run_1/met2.png
Scale: 6 px per um.
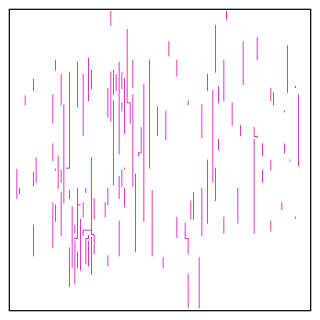
run_1/pdn.png
Scale: 8 px per um. Pins as bars on the die edge. Tap cells in gray.
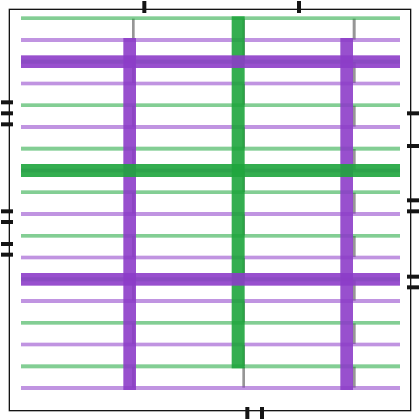
run_1/met3.png
Scale: 6 px per um.
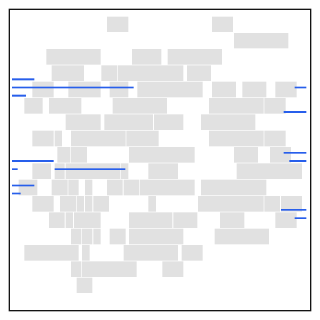
run_1/final_clocks.png
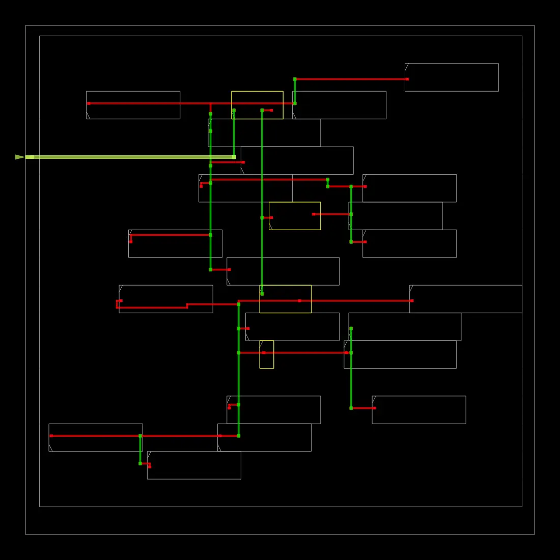
Design serial_addsub, sky130hd; sources not shown.
==> results.ini <==
[timing]
worst_slack_ps=-172
finalSetupViolCount=4
tns_ps=-420
drv_slew=0

[synth]
ys_ff=21
yosysTopAreaCell=dfrtp_1
ys_types=17
yosys_area_um2=806
fp_nets=61

[layout]
diodes=0
nets=91

[floorplanning]
dieArea_mm2=0.00250
ios=17
rows=17

[run_status]
status=finished with violations
violations=negative setup slack

[place]
dpl.hpwl_um=922

[power_and_ir_drop]
p_comb_frac=0.365

[setup_path]
crit_arrival_ps=1760

[global_route]
grt_pass1_wl_um=2200

[detailed_routing]
avgRoutedWirePerCell_um=11.3

## Picture notes: met2.png
wire length on this layer: 593 um
longest straight run: 22.8 um
nets with wire on the layer: 80
M2 GR Usage: 0.191
final WL: 1230 um
vias: 491

## Picture notes: pdn.png
legend:
  VSS:
    color: purple
  VDD:
    color: green
met1 rails: 18
signal pins: 17
Die W: 50.0 um
Die Y-Extent: 50.0 um
worst vdd ir: 0.750 mV

## Picture notes: met3.png
main direction: horizontal
longest straight run: 20.0 um
wire length on this layer: 65.5 um
share of all routed wire: 5.3%
nets with wire on the layer: 14
met3 usage: 0.0216

## Picture notes: final_clocks.png
Sink Count: 21
Clock Skews: 2.29 ps
Inserted Clock Buffers: 3
clk_buf instances: 3
clk pwr: 359 uW

==> run 1: stage by stage <==
step / cells / hold WS (ps) / power, mW / utilization / worst slack, ps
floorplan: 52 / -78.1 / 1.28 / - / -137
global placement: 104 / 432 / 1.66 / 0.500 / -644
detailed placement: 104 / 433 / 1.67 / 0.500 / -684
CTS: 109 / 287 / 2.05 / 0.522 / -180
global route: 109 / 293 / 2.17 / 0.522 / -207
finish: 109 / 281 / 2.02 / 0.522 / -172
==> run 1: routing by layer <==
layer,track usage,share of wire,wire (um)
met1,0.155,0.46,570
met4,0.0571,0,0
met5,0,0,0
met2,0.191,0.48,593
met3,0.0216,0.053,65
==> run 1: critical path, delay by kind of cell, from the launching register on <==
kind       cells  cell delay (ps)
xor+xnor       1              140
mux            2              540
fa+ha+maj      1              450
flops          1              380
==> run 1: area by class of cell <==
class	instances	area (um2)	area share
clock inverters	1	3.75	0.00328
clock buffers	3	41.3	0.0361
multi-input cells	28	256	0.224
inverters	2	7.51	0.00656
flip-flops and latches	21	556	0.486
well taps	28	35.0	0.0306
repair buffers	26	244	0.213
==> run 1: logic make-up (layout without fill, tap and decap cells) <==
family          Yosys count  after routing  synth area share
mux                      10             10             0.149
xor+xnor                  2              2            0.0217
buf+inv                   3             32            0.0140
compound gates            3              3            0.0217
simple gates             11             11            0.0637
flops                    21             21             0.689
fa+ha+maj                 2              2            0.0404
==> run 1: power groups by stage <==
stage | clock network (mW) | registers [mW] | logic [mW]
final | 0.359 | 0.926 | 0.738
after global routing | 0.400 | 0.961 | 0.808
after CTS | 0.374 | 0.932 | 0.748
after detailed placement | 0 | 0.952 | 0.718
after global placement | 0 | 0.949 | 0.706
after floorplan | 0 | 0.983 | 0.301
==> run 1: cell usage after synthesis (all sizes together) <==
master and instances:
o21ai 2, a21o 1, nor2 3, nand3 3
clkbuf 1, fa 1, mux2 10, ha 1
edfxtp 6, xor2 2, inv 2, dfrtp 15
nand2 4, nor3b 1
==> run 1: what timing repair did <==
| action | 4_1_cts | 5_1_grt |
|---|---|---|
| setup buffers | 1 | 0 |
| gates resized | 3 | 0 |
| pin swaps | 2 | 0 |
| endpoints found under the setup margin | 6 | 4 |
| cloned | 0 | 0 |
Power figures rest on the tool's default switching activity, not on a simulated workload.
